--- config.mk ---
export PLATFORM = sky130hd
export DESIGN_NAME = program_loader
export DESIGN_NICKNAME = d
export VERILOG_FILES = /design/src/rtl/program_loader.sv
export SDC_FILE = /design/constraint.sdc
export NUM_CORES = 1
export LEC_CHECK = 0
export CORE_AREA = 2 2 62 109
export CTS_CLUSTER_SIZE = 24
export DETAILED_ROUTE_END_ITERATION = 16
export DIE_AREA = 0 0 64 111
export DONT_BUFFER_PORTS = 1
export PLACE_DENSITY = 0.72
export REMOVE_ABC_BUFFERS = 1
export SYNTH_ARGS = -nofsm -noshare
export SYNTH_HDL_FRONTEND = slang
export SYNTH_SLANG_ARGS = --single-unit
--- constraint.sdc ---
create_clock -name i_clk -period 1.6 [get_ports i_clk]
set_input_delay 0.24 -clock i_clk [delete_from_list [all_inputs] [get_ports i_clk]]
set_output_delay 0.24 -clock i_clk [all_outputs]
set_load 0.05 [all_outputs]
--- src/rtl/program_loader.sv ---
// -----------------------------------------------------------------------------
// program_loader
//
// Boot-time writer for the core's program memory. Consumes a framed byte
// stream from the serial receiver, assembles 16-bit instruction words (high
// byte first), and writes them sequentially from address 0. The core is held
// (o_run low) until a complete, valid image has been written.
//
// Frame: 0xA5 sync, LEN (word count, 0 = 256), LEN x {hi, lo}, [CSUM].
//
// Build option:
//   LOADER_CHECKSUM_EN  when defined, a trailing CSUM byte (sum mod 256 of LEN
//                       and all data bytes) is expected and checked; a
//                       mismatch aborts the load. When undefined, the last
//                       low byte completes the load directly.
//
// Parameters:
//   ADDR_WIDTH      program memory address width (>= 8)
//   TIMEOUT_CYCLES  idle cycles tolerated between bytes inside a frame
//
// Ports:
//   i_clk    system clock
//   i_rst_n  asynchronous active-low reset
//   i_valid  one-cycle strobe, i_data holds a received byte
//   i_data   received byte
//   o_we     program-memory write enable (one-cycle pulse)
//   o_addr   write address
//   o_data   write data
//   o_run    core may run (held while low)
//   o_done   valid image loaded
//   o_error  last frame failed; cleared by the next sync byte
// -----------------------------------------------------------------------------
module program_loader #(
    parameter int ADDR_WIDTH     = 8,
    parameter int TIMEOUT_CYCLES = 1000000
) (
    input  logic                  i_clk,
    input  logic                  i_rst_n,
    input  logic                  i_valid,
    input  logic [7:0]            i_data,
    output logic                  o_we,
    output logic [ADDR_WIDTH-1:0] o_addr,
    output logic [15:0]           o_data,
    output logic                  o_run,
    output logic                  o_done,
    output logic                  o_error
);

    localparam logic [7:0]       SYNC_BYTE = 8'hA5;
    localparam int               CNT_W     = $clog2(TIMEOUT_CYCLES + 1);
    localparam logic [CNT_W-1:0] CNT_LIMIT = CNT_W'(TIMEOUT_CYCLES);

    typedef enum logic [2:0] {
        ST_IDLE,
        ST_LEN,
        ST_HI,
        ST_LO,
        ST_CSUM,
        ST_DONE,
        ST_ERROR
    } state_t;

    state_t           state_reg;
    logic [7:0]       hi_reg;
    logic [8:0]       words_left_reg;   // 9 bits so that LEN = 0 can mean 256
    logic [CNT_W-1:0] idle_cnt_reg;
`ifdef LOADER_CHECKSUM_EN
    logic [7:0]       sum_reg;
`endif

    // The idle counter only runs while a frame is being received.
    logic in_frame;
    assign in_frame = (state_reg == ST_LEN) || (state_reg == ST_HI) ||
                      (state_reg == ST_LO)  || (state_reg == ST_CSUM);

    always_ff @(posedge i_clk or negedge i_rst_n) begin
        if (!i_rst_n) begin
            state_reg      <= ST_IDLE;
            hi_reg         <= '0;
            words_left_reg <= '0;
            idle_cnt_reg   <= '0;
`ifdef LOADER_CHECKSUM_EN
            sum_reg        <= '0;
`endif
            o_we           <= 1'b0;
            o_addr         <= '0;
            o_data         <= '0;
            o_run          <= 1'b0;
            o_done         <= 1'b0;
            o_error        <= 1'b0;
        end else begin
            // Write strobe is a single-cycle pulse; the address moves on only
            // after the pulse so it is stable while o_we is high.
            o_we <= 1'b0;
            if (o_we) begin
                o_addr <= o_addr + ADDR_WIDTH'(1);
            end

            // Inter-byte timeout. The abort happens on the cycle after the
            // count has reached the limit, and only when no byte arrives.
            if (!in_frame || i_valid) begin
                idle_cnt_reg <= '0;
            end else if (idle_cnt_reg == CNT_LIMIT) begin
                idle_cnt_reg <= '0;
                state_reg    <= ST_ERROR;
                o_error      <= 1'b1;
                o_run        <= 1'b0;
            end else begin
                idle_cnt_reg <= idle_cnt_reg + CNT_W'(1);
            end

            case (state_reg)
                // Outside a frame only the sync byte matters; it also clears
                // a previous error, forcing a full reload.
                ST_IDLE, ST_ERROR: begin
                    if (i_valid && (i_data == SYNC_BYTE)) begin
                        state_reg <= ST_LEN;
                        o_error   <= 1'b0;
                    end
                end

                ST_LEN: begin
                    if (i_valid) begin
                        words_left_reg <= (i_data == 8'd0) ? 9'd256 : {1'b0, i_data};
                        o_addr         <= '0;
`ifdef LOADER_CHECKSUM_EN
                        sum_reg        <= i_data;
`endif
                        state_reg      <= ST_HI;
                    end
                end

                ST_HI: begin
                    if (i_valid) begin
                        hi_reg    <= i_data;
`ifdef LOADER_CHECKSUM_EN
                        sum_reg   <= sum_reg + i_data;
`endif
                        state_reg <= ST_LO;
                    end
                end

                ST_LO: begin
                    if (i_valid) begin
                        o_we           <= 1'b1;
                        o_data         <= {hi_reg, i_data};
                        words_left_reg <= words_left_reg - 9'd1;
`ifdef LOADER_CHECKSUM_EN
                        sum_reg        <= sum_reg + i_data;
`endif
                        if (words_left_reg == 9'd1) begin
`ifdef LOADER_CHECKSUM_EN
                            state_reg <= ST_CSUM;
`else
                            state_reg <= ST_DONE;
                            o_done    <= 1'b1;
                            o_run     <= 1'b1;
`endif
                        end else begin
                            state_reg <= ST_HI;
                        end
                    end
                end

`ifdef LOADER_CHECKSUM_EN
                ST_CSUM: begin
                    if (i_valid) begin
                        if (i_data == sum_reg) begin
                            state_reg <= ST_DONE;
                            o_done    <= 1'b1;
                            o_run     <= 1'b1;
                        end else begin
                            state_reg <= ST_ERROR;
                            o_error   <= 1'b1;
                            o_run     <= 1'b0;
                        end
                    end
                end
`endif

                // DONE ignores everything until reset.
                default: begin
                end
            endcase
        end
    end

endmodule

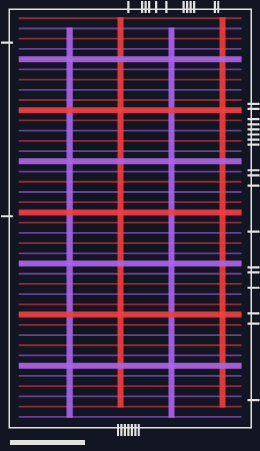
(run_1/floorplan.png)
Scale bar: 20 microns. Pins as bars on the die edge.
Purple marks VSS. Red marks VDD.
7 straps on met5. 4 straps on met4. The core has 39 rows. 39 signal pins sit on the boundary.

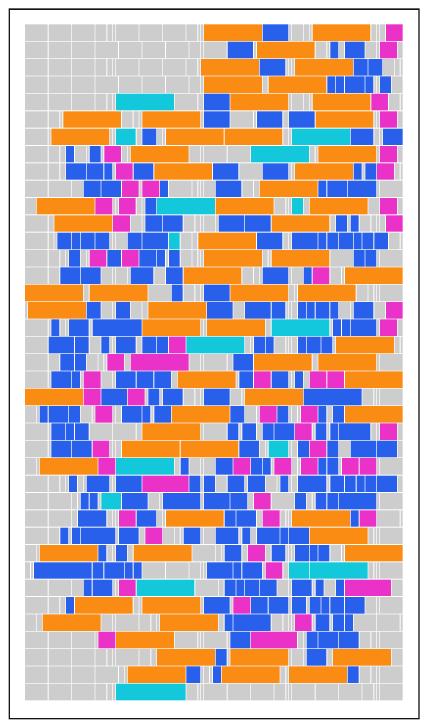
(run_1/class_map.png)
Fill, decap, tap and diode cells in grey.
Orange marks sequential cells, cells 68. Magenta marks remaining buffers and delay cells, cells 56. Cyan marks clock drivers and dummy loads, cells 16. Blue marks remaining logic cells, cells 234.
final core area utilization: 67.4%
row count: 39
area of the placeable core: 6290 sq um
Post-Layout Inst Area: 4240 sq um

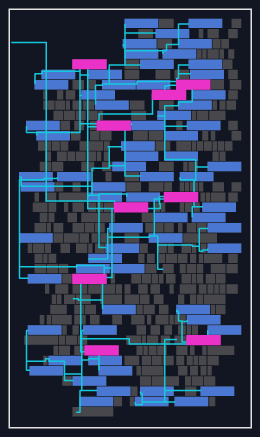
(run_1/clock_wires.png)
Magenta marks clock-net drivers, count 9. Cyan marks clock wires, length 893 microns. Blue marks flip-flops, count 68.
Position of the flops: widely spread.

==> run summary, run 1 <==
Latest figures from synthesis and place and route.

The multi-input combinational gate total is 221. The number of fillers in the final layout is about 460. Yosys reports that the leading cell type by area covers 50.9% of the netlist area. Once detailed placement completed, the half-perimeter wirelength came to 5560 microns. The total count of max-transition violations in the final report is 0. The run finished, with violations left. Warnings reported by Yosys during synthesis add up to 0.

Sequential cells make up 40.1% of the cell area. The synthesized netlist was found by Yosys to have 319 cells. For this block, the initial DRC count from the detailed router was between 200 and 300. Leaving out the clock tree, the finished layout contains a buffer count of 56. No sink is reached through more buffers than the 2 on the longest clock path. The cell type taking the most area is registers. The global-route layer with the greatest usage is met2. The actual transition at the worst max-transition pin is 0.505 ns. The area taken by sequential standard cells is reported as between 1500 and 2000 sq um. The met2 track demand over resource is 42.2%.

According to the timing report, the arrival time at the worst endpoint equals 1.82 ns. Synthesis instantiated 52 different standard cells from the library. The clock sink count is 68. The top cell types in the final layout, fill and taps aside, are sky130_fd_sc_hd__dfrtp_1, sky130_fd_sc_hd__buf_4, sky130_fd_sc_hd__nor2_1.

The total buffers and inverters traversed by the critical path is 2. The final setup TNS is 0 ns. The area fraction in and, or, nand and nor cells is 19.6%.

The slowest cell on the critical path is sky130_fd_sc_hd__dfrtp_1. The flop count is about 68. Among the non-sequential cells, simple AND/OR/NAND/NOR gates take the most area. The final reports fail on negative hold slack. For reference, full adder, half adder and majority cells occupy between 1.5 and 2% of the area reported after synthesis. The routed wirelength on the met1 layer is recorded as 2820 microns. Once detail routing completed, the nets flagged for antenna violations numbered 0. The number of primary I/O pins is 39. The area occupied by multi-input gates is 1620 sq um. The number of antenna repair diodes is 0.

The detailed-route via count is roughly 2700. The skew report gives the latency at the later pin of the worst-skew pair as 0.33 ns. The count of cells along the worst register-to-register path is 7. The summed instance area of the synthesized netlist is 3350 sq um. In this run the tightest slew margin relative to its limit is 66.3%. The type of destination of the critical path is a flop.

The clock buffers instantiated in the layout total 9. For this run, the detailed router reports a per-instance via density of 5.91. The horizontal die dimension reported for this design is 64 microns. Per STA, the worst path is made up of inv_1 -> buf_4 -> ha_1 -> nor2b_1 -> and3_1 -> a21boi_0 -> o311ai_2. The most common cell in the synthesized netlist is sky130_fd_sc_hd__dfrtp_1. The final number of hold-violating endpoints is 68.

The effective utilization at floorplan is 53.2%. The clock network area share is a little over 7%. For reference, the post-synthesis area per instance comes to 10.5 sq um. The CTS tree is done. Excluding fillers, the count of instances in the completed layout stands at between 400 and 500. The launching element type of the critical path is a flop.

The number of standard cells after synthesis is 319. On the final layout, the worst clock skew is 0.00534 ns. Counting the inverters off the clock network in the layout gives 13. Summed over all cells, the static leakage comes to approximately 1.8 nW. After the last flow step, the layout net total stands at 385. Per the power-grid run, VDD falls by no more than 0.000724 V. The post-CTS clock slew at the launch and capture registers of the worst setup and hold paths is around 0.060 ns.

The final hold slack is -0.399 ns. The fraction of synthesized cell area in xor and xnor cells is under 10%. The H-tree depth reported by CTS is 3. The cell taking the most area after synthesis is sky130_fd_sc_hd__dfrtp_1. The minimum setup slack among reg-to-reg paths is 0.008 ns. In the synthesized netlist the async set-or-reset flop fraction comes to 100%.
run 1: worst max path at each step:
| stage | from | endpoint | slack [ns] |
|---|---|---|---|
| after floorplan | words_left_reg[0] | words_left_reg[6] | -0.15 |
| after global placement | words_left_reg[0] | words_left_reg[6] | -0.09 |
| after detailed placement | words_left_reg[0] | words_left_reg[6] | -0.16 |
| after CTS | words_left_reg[0] | words_left_reg[6] | 0.003 |
| after global routing | idle_cnt_reg[0] | idle_cnt_reg[5] | -0.11 |
| final | words_left_reg[1] | state_reg[0] | 0.008 |
run 1: power by group:
part	switching (mW)	leakage, nW	internal, mW
Clock	0.772	0.150	1.22
Combinational	0.956	0.826	0.936
Sequential	1.10	0.866	2.19
==> run_1/layers.png <==
Scale bar: 20 microns. Only two layers are drawn.
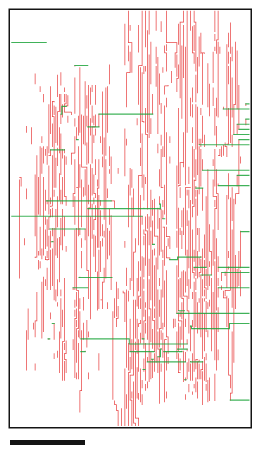

==> inputs of run 2 (changes only) <==
GPL_TIMING_DRIVEN = 0   (was unset)
RECOVER_POWER = 100   (was unset)
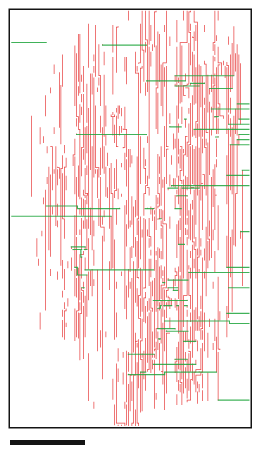
(run_2/layers.png)
Scale bar: 20 microns. Only two layers are drawn.
Red marks M2, wire length 4590 microns. Green marks M3, wire length 406 microns.
DRT Wirelength: 8090 microns
via count: 2599
mean routed wirelength per cell: 19.5 microns

==> run summary, run 2 <==
Latest figures from synthesis and place and route.

The maximum single-stage delay on the critical path is 0.44 ns (was 0.37 ns). The minimum setup slack among reg-to-reg paths came to 0.01 ns (was 0.008 ns). The area fraction in full adders, half adders and majority gates is 1.87% (unchanged).

The mean cell area of the mapped netlist is 10.5 sq um (unchanged). The overall die area came to 7100 sq um (unchanged). The type of the worst setup path is reg2reg (unchanged). The clock latency of the later-clocked register in the worst-skew pair is 0.34 ns (was 0.33 ns). The time the worst path needs with I/O delays and setup was 1.59 ns (about the same). The largest combinational cell category by area is simple AND/OR/NAND/NOR gates (unchanged). The leakage power of the design is 1.58 nW (was 1.84 nW). The total power after layout is 6.82 mW (was 7.17 mW). The final number of hold-violating endpoints was 68 (unchanged). The number of cells in Yosys stat is 319 (unchanged). The leading cell type in the layout, fill and taps excluded is sky130_fd_sc_hd__dfrtp_1 (unchanged). The maximum fanout encountered on the critical timing path is 4 (was 3). The total number of placement rows is 39 (unchanged).

The fraction of synthesized cell area in xor and xnor cells is 4.71% (unchanged). The number of logged tool warnings came to 31 (was 30). The die span in x is 64 microns (unchanged). The area fraction in and, or, nand and nor cells came to 19.6% (unchanged). The layout clock buffer count was 12 (was 9). The via density per instance is 6.26 (was 5.91). The share of final-layout standard cells stronger than drive strength 1 is 31.8% (was 34.0%).

The mux contribution to synthesized area is 8.38% (unchanged). Critical Path, Cell by Cell: inv_1 -> ha_1 -> nor4bb_1 -> and4_2 -> and3_4 -> o311ai_1 (was inv_1 -> buf_4 -> ha_1 -> nor2b_1 -> and3_1 -> a21boi_0 -> o311ai_2). The sum of met3 wire segment lengths after detailed routing is 406 microns (was 338 microns).

The first-pass GRT wire length is 12500 microns (about the same). The data arrival time of the critical path came to 1.79 ns (was 1.82 ns). The number of synthesized flops with an enable pin is 0 (unchanged).

The fraction of registers with async set or reset after synthesis came to 100% (unchanged). The DRC violation count after routing is 0 (unchanged). The flop count is 68 (unchanged). Cells taking the most area after synthesis: sky130_fd_sc_hd__dfrtp_1, sky130_fd_sc_hd__mux2_2, sky130_fd_sc_hd__nor2_1 (unchanged). The number of standard cells after synthesis came to 319 (unchanged).

The launching element type of the critical path is a flop (unchanged). The met2 track demand over resource is 42.4% (was 42.2%). The synthesized chip area reported by yosys is 3350 sq um (unchanged). The total count of max-transition violations in the final report was 0 (unchanged).

The kind of cell with the highest combined delay on the critical path is simple AND/OR/NAND/NOR gates (unchanged). The number of tapcells came to 82 (unchanged). The met2 wirelength from detailed routing is 4590 microns (was 4610 microns). The global-route track usage on met3 was 6.70% (was 6.50%).

The maximum root-to-sink buffer count is 2 (unchanged). The flop share of the area is 43.9% (was 40.1%). The core box area is 6290 sq um (unchanged). The source of the critical timing path was idle_cnt_reg[0] (was words_left_reg[1]). The summed instance area of the synthesized netlist came to 3350 sq um (unchanged). The area growth from synthesis to final layout is 17.4% (was 26.9%). The aoi/oai-family share of the synthesized area is 10.4% (unchanged). The cell taking the most area after synthesis is sky130_fd_sc_hd__dfrtp_1 (unchanged). The effective utilization at floorplan is 53.2% (unchanged). The tally of yosys warning messages is 0 (unchanged). The type of destination of the critical path is a flop (unchanged). The total buffers and inverters traversed by the critical path came to 1 (was 2). The detailed router's first-iteration violation count came to 190 (was 252). The count of distinct cell types in the synthesized netlist is 52 (unchanged). The end of the critical path is state_reg[0] (unchanged). The count of plain and timing-repair buffers came to 15 (was 56). The tightest slew margin relative to the limit is 53.9% (was 66.3%). The number of logic inverters in the finished layout is 13 (unchanged). The most repeated cell in the gate-level netlist after synthesis is sky130_fd_sc_hd__dfrtp_1 (unchanged).

The slowest cell on the critical path is sky130_fd_sc_hd__dfrtp_2 (was sky130_fd_sc_hd__dfrtp_1). The count of TritonRoute iterations in the first routing pass is 7 (was 4). The remaining antenna violation count is 0 (unchanged). The number of cells on the critical path is 6 (was 7). The number of buffers created by CTS is 9 (unchanged). The tally of buffers added on design ports is 0 (unchanged). The number of fillers in the final layout is 468 (was 460). The final hold slack is -0.401 ns (was -0.399 ns).

The share of the clock period used by the worst path was 99.4% (was 99.5%). The count of max-cap constraint violations was 0 (unchanged). The proportion of cell area occupied by multi-input gates came to 42.4% (was 38.1%). The area occupied by multi-input gates is 1660 sq um (was 1620 sq um). The CTS tree is done (unchanged). Commonest cells in the synthesized netlist: sky130_fd_sc_hd__dfrtp_1, sky130_fd_sc_hd__nor2_1, sky130_fd_sc_hd__mux2_2 (unchanged). The number of synthesized register bits is 68 (unchanged). The initial antenna violation count was 0 (unchanged). The achievable frequency was 629 MHz (was 628 MHz). The post-CTS clock slew at the launch and capture registers of the worst setup and hold paths is 0.05 ns (was 0.06 ns).

The global routing usage summed across all routing layers is 23.0% (was 23.2%). The root buffer selected by CTS is sky130_fd_sc_hd__clkbuf_16 (unchanged). Violations in the final reports: negative hold slack (unchanged).

The required arrival time at the worst endpoint is 1.80 ns (was 1.83 ns). The count of final setup violators is 0 (unchanged). The multi-input combinational gate total is 223 (was 221). Top logic cells by instance count in the layout: sky130_fd_sc_hd__dfrtp_1, sky130_fd_sc_hd__nor2_1, sky130_fd_sc_hd__mux2_2 (was sky130_fd_sc_hd__dfrtp_1, sky130_fd_sc_hd__buf_4, sky130_fd_sc_hd__nor2_1). The global route total overflow is 0 (unchanged).

The number of antenna repair diodes is 0 (unchanged). The area fraction of the dominant cell type after synthesis is 50.9% (unchanged). The global placement routability congestion came to 0.857 (was 0.869). RSZ-0062 raised after global routing: true (unchanged). The sequential cell area came to 1730 sq um (was 1700 sq um). The total half-perimeter wirelength after legalization and detailed placement is 4960 microns (was 5560 microns).

The count of cells along the worst register-to-register path is 6 (was 7). The actual transition at the worst max-transition pin came to 0.685 ns (was 0.505 ns). The uppermost metal layer occupied by signal nets is met4 (unchanged).

The sequential fraction of the synthesis area is 50.9% (unchanged). The most frequently used flop master after synthesis is sky130_fd_sc_hd__dfrtp_1 (unchanged). The largest net degree at the start of global routing is 69 (unchanged). Status: finished with violations (unchanged). The post-layout net count is 346 (was 385). The clock network area share is 7.04% (was 7.08%). The flip-flop count of the largest register after layout is 20 (unchanged). The clock skew after layout is 0.00590 ns (was 0.00534 ns). The length of routed wiring on met1 came to 2770 microns (was 2820 microns). The peak supply drop is 0.000598 V (was 0.000724 V). The cell type taking the most area was registers (unchanged). The clock sink count is 68 (unchanged). The global-route layer with the greatest usage is met2 (unchanged). The worst setup slack before clock tree synthesis is -0.576 ns (was -0.159 ns).

The H-tree depth reported by CTS is 3 (unchanged). The number of primary I/O pins is 39 (unchanged). The end of the worst register-to-register path is state_reg[0] (unchanged).
## run 2: cell counts after synthesis
No cell type changed its count.
## run 2: what timing repair did
item | CTS | global route
gates resized | 36 | 26
gates cloned | 1 | 1
endpoints found under the hold margin | 68 | 68
pin swaps | 1 | 4
setup endpoints to repair | 68 | 47
buffers inserted | 8 | 7
## run 2: through the flow
step	area, sq um	std cells	setup TNS (ns)	util, %
floorplan	3260	302	-2.25	-
global placement	3360	384	-18.17	53.3
detailed placement	3360	384	-19.95	53.3
CTS	3810	407	-0.00653	60.5
global route	3930	415	-0.573	62.4
finish	3930	415	0	62.4
## run 2: where the power goes
part	switching (mW)	internal [mW]
Combinational	0.641	0.710
Clock	0.677	1.15
Sequential	1.44	2.21
Total	2.75	4.07
==> run_2/class_map.png <==
Fill, decap, tap and diode cells in grey.
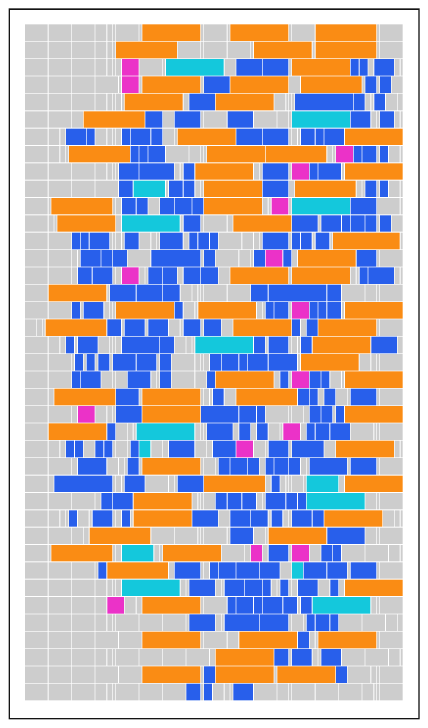

==> inputs of run 3 (changes only) <==
RECOVER_POWER = unset   (was 100)
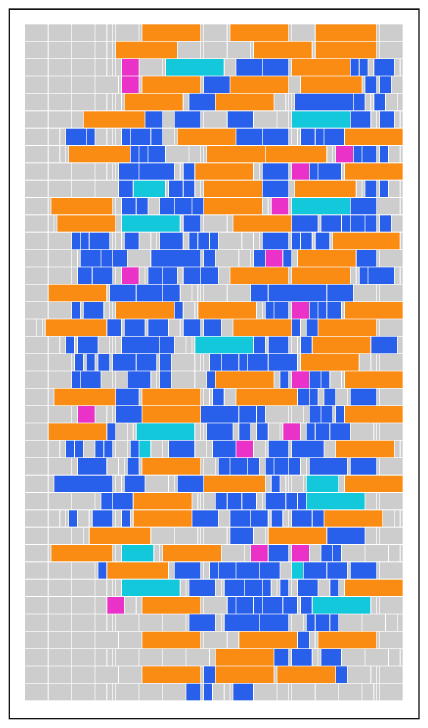
(run_3/class_map.png)
Fill, decap, tap and diode cells in grey.
Cyan marks clock drivers and dummy loads, cells 14. Orange marks sequential cells, cells 68. Magenta marks remaining buffers and delay cells, cells 15. Blue marks remaining logic cells, cells 236.
Post-Layout Inst Area: 3930 sq um
final core area utilization: 62.5%

==> run summary, run 3 <==
Latest figures from synthesis and place and route.

The maximum single-stage delay on the critical path is 0.44 ns (about the same). The net switching power of the design came to 2.74 mW (was 2.75 mW). The number of primary I/O pins is 39 (unchanged). The final instance count without filler cells came to 415 (unchanged).

The clock latency of the later-clocked register in the worst-skew pair is 0.33 ns (was 0.34 ns). Status: finished with violations (unchanged). The count of TritonRoute iterations in the first routing pass was 4 (was 7). The area fraction of the dominant cell type after synthesis is 50.9% (unchanged).

The fraction of synthesized cell area in xor and xnor cells came to 4.71% (unchanged). The final hold slack is -0.396 ns (was -0.401 ns). The clock sink count is 68 (unchanged). The sequential power is 3.64 mW (about the same). The area fraction in full adders, half adders and majority gates is 1.87% (unchanged). The initial antenna violation count came to 0 (unchanged).

The sum of met3 wire segment lengths after detailed routing is 375 microns (was 406 microns). The global-route track usage on met3 is 6.70% (unchanged). Violations in the final reports: negative hold slack (unchanged).

The count of distinct cell types in the synthesized netlist is 52 (unchanged). The flip-flop count of the largest register after layout is 20 (unchanged). The die span in x came to 64 microns (unchanged). The combinational cell power was 1.36 mW (was 1.35 mW). The total half-perimeter wirelength after legalization and detailed placement was 4960 microns (unchanged). The share of final-layout standard cells stronger than drive strength 1 is 31.8% (unchanged). The final setup TNS is 0 ns (unchanged). The maximum fanout encountered on the critical timing path was 4 (unchanged). The number of synthesized register bits came to 68 (unchanged).

The peak supply drop is 0.000592 V (was 0.000598 V). The detailed router's first-iteration violation count was 195 (was 190). The H-tree depth reported by CTS is 3 (unchanged). The internal power component is 4.07 mW (about the same). The total power after layout is 6.81 mW (was 6.82 mW). The remaining antenna violation count is 0 (unchanged). The global routing usage summed across all routing layers is 23.0% (unchanged). The effective utilization at floorplan is 53.2% (unchanged).

The final number of hold-violating endpoints is 68 (unchanged). Critical Path, Cell by Cell: inv_1 -> ha_1 -> nor4bb_1 -> and4_2 -> and3_4 -> o311ai_1 (unchanged). The largest power group is registers (unchanged). The total number of placement rows is 39 (unchanged).

The share of the clock period used by the worst path is 99.6% (was 99.4%). The first-pass GRT wire length came to 12500 microns (unchanged). The number of buffers created by CTS was 9 (unchanged).

The length of routed wiring on met1 is 2750 microns (was 2770 microns). The tally of yosys warning messages is 0 (unchanged). The worst setup slack before clock tree synthesis came to -0.576 ns (unchanged). The DRC violation count after routing is 0 (unchanged). The type of destination of the critical path is a flop (unchanged). Cells taking the most area after synthesis: sky130_fd_sc_hd__dfrtp_1, sky130_fd_sc_hd__mux2_2, sky130_fd_sc_hd__nor2_1 (unchanged). Top logic cells by instance count in the layout: sky130_fd_sc_hd__dfrtp_1, sky130_fd_sc_hd__nor2_1, sky130_fd_sc_hd__mux2_2 (unchanged). The tally of buffers added on design ports is 0 (unchanged). The clock-net power was 1.82 mW (was 1.83 mW).

The met2 track demand over resource is 42.4% (unchanged). The proportion of power drawn by the clock network is 26.7% (was 26.8%). The mux contribution to synthesized area was 8.38% (unchanged).

The most frequently used flop master after synthesis is sky130_fd_sc_hd__dfrtp_1 (unchanged). The sequential group share of total power is 53.4% (about the same). The clock skew after layout is 0.00653 ns (was 0.00590 ns).

The post-layout net count is 346 (unchanged). The actual transition at the worst max-transition pin is 0.677 ns (was 0.685 ns). The uppermost metal layer occupied by signal nets is met4 (unchanged). The required arrival time at the worst endpoint is 1.79 ns (was 1.80 ns). The via density per instance is 6.22 (was 6.26). Commonest cells in the synthesized netlist: sky130_fd_sc_hd__dfrtp_1, sky130_fd_sc_hd__nor2_1, sky130_fd_sc_hd__mux2_2 (unchanged). The cell count after placement is 384 (unchanged). The detailed-route wire length is 8030 microns (was 8090 microns). The global route total overflow came to 0 (unchanged). The launching element type of the critical path is a flop (unchanged). RSZ-0062 raised after global routing: true (unchanged). The synthesized chip area reported by yosys is 3350 sq um (unchanged). The number of antenna repair diodes came to 0 (unchanged).

The number of logged tool warnings was 31 (unchanged). The time the worst path needs with I/O delays and setup is 1.59 ns (about the same). The type of the worst setup path is reg2reg (unchanged). The largest combinational cell category by area is simple AND/OR/NAND/NOR gates (unchanged). The post-CTS clock slew at the launch and capture registers of the worst setup and hold paths is 0.05 ns (about the same).
-- run 3: cell counts after synthesis --
No cell type changed its count.
-- run 3: path summary, 6_finish.rpt --
path | from | endpoint | slack (ns) | cells after the start
setup / recovery | idle_cnt_reg[0] | state_reg[0] | 0.006 | 6
hold / removal | i_rst_n | words_left_reg[5] | -0.40 | 0
setup reg to reg | idle_cnt_reg[0] | state_reg[0] | 0.006 | 6
hold reg to reg | hi_reg[0] | o_data[8] | 0.50 | 1
max in group asynchronous | i_rst_n | idle_cnt_reg[5] | 1.86 | 0
min in group i_clk | i_data[5] | hi_reg[5] | 0.06 | 1
-- run 3: layout make-up --
type,count,area [sq um]
sequential,68,1730
inverter,13,48.8
tap,82,103
timing repair buffer,15,113
fill,466,2360
clock buffer,12,267
multi-input combinational,223,1670
clock inverter,2,10.0

==> notes/layouts.md <==
Pictures saved along the way, in no particular order.

Clock wiring as the flow saved it.
panel A
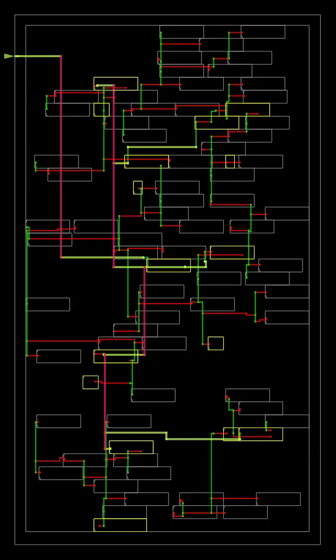
panel B
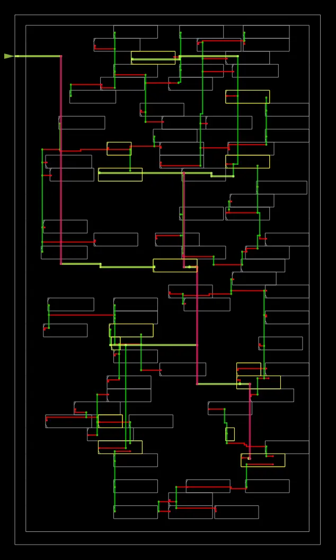
panel A: run 1
panel B: run 3

Power is estimated from default activity; no workload was simulated.
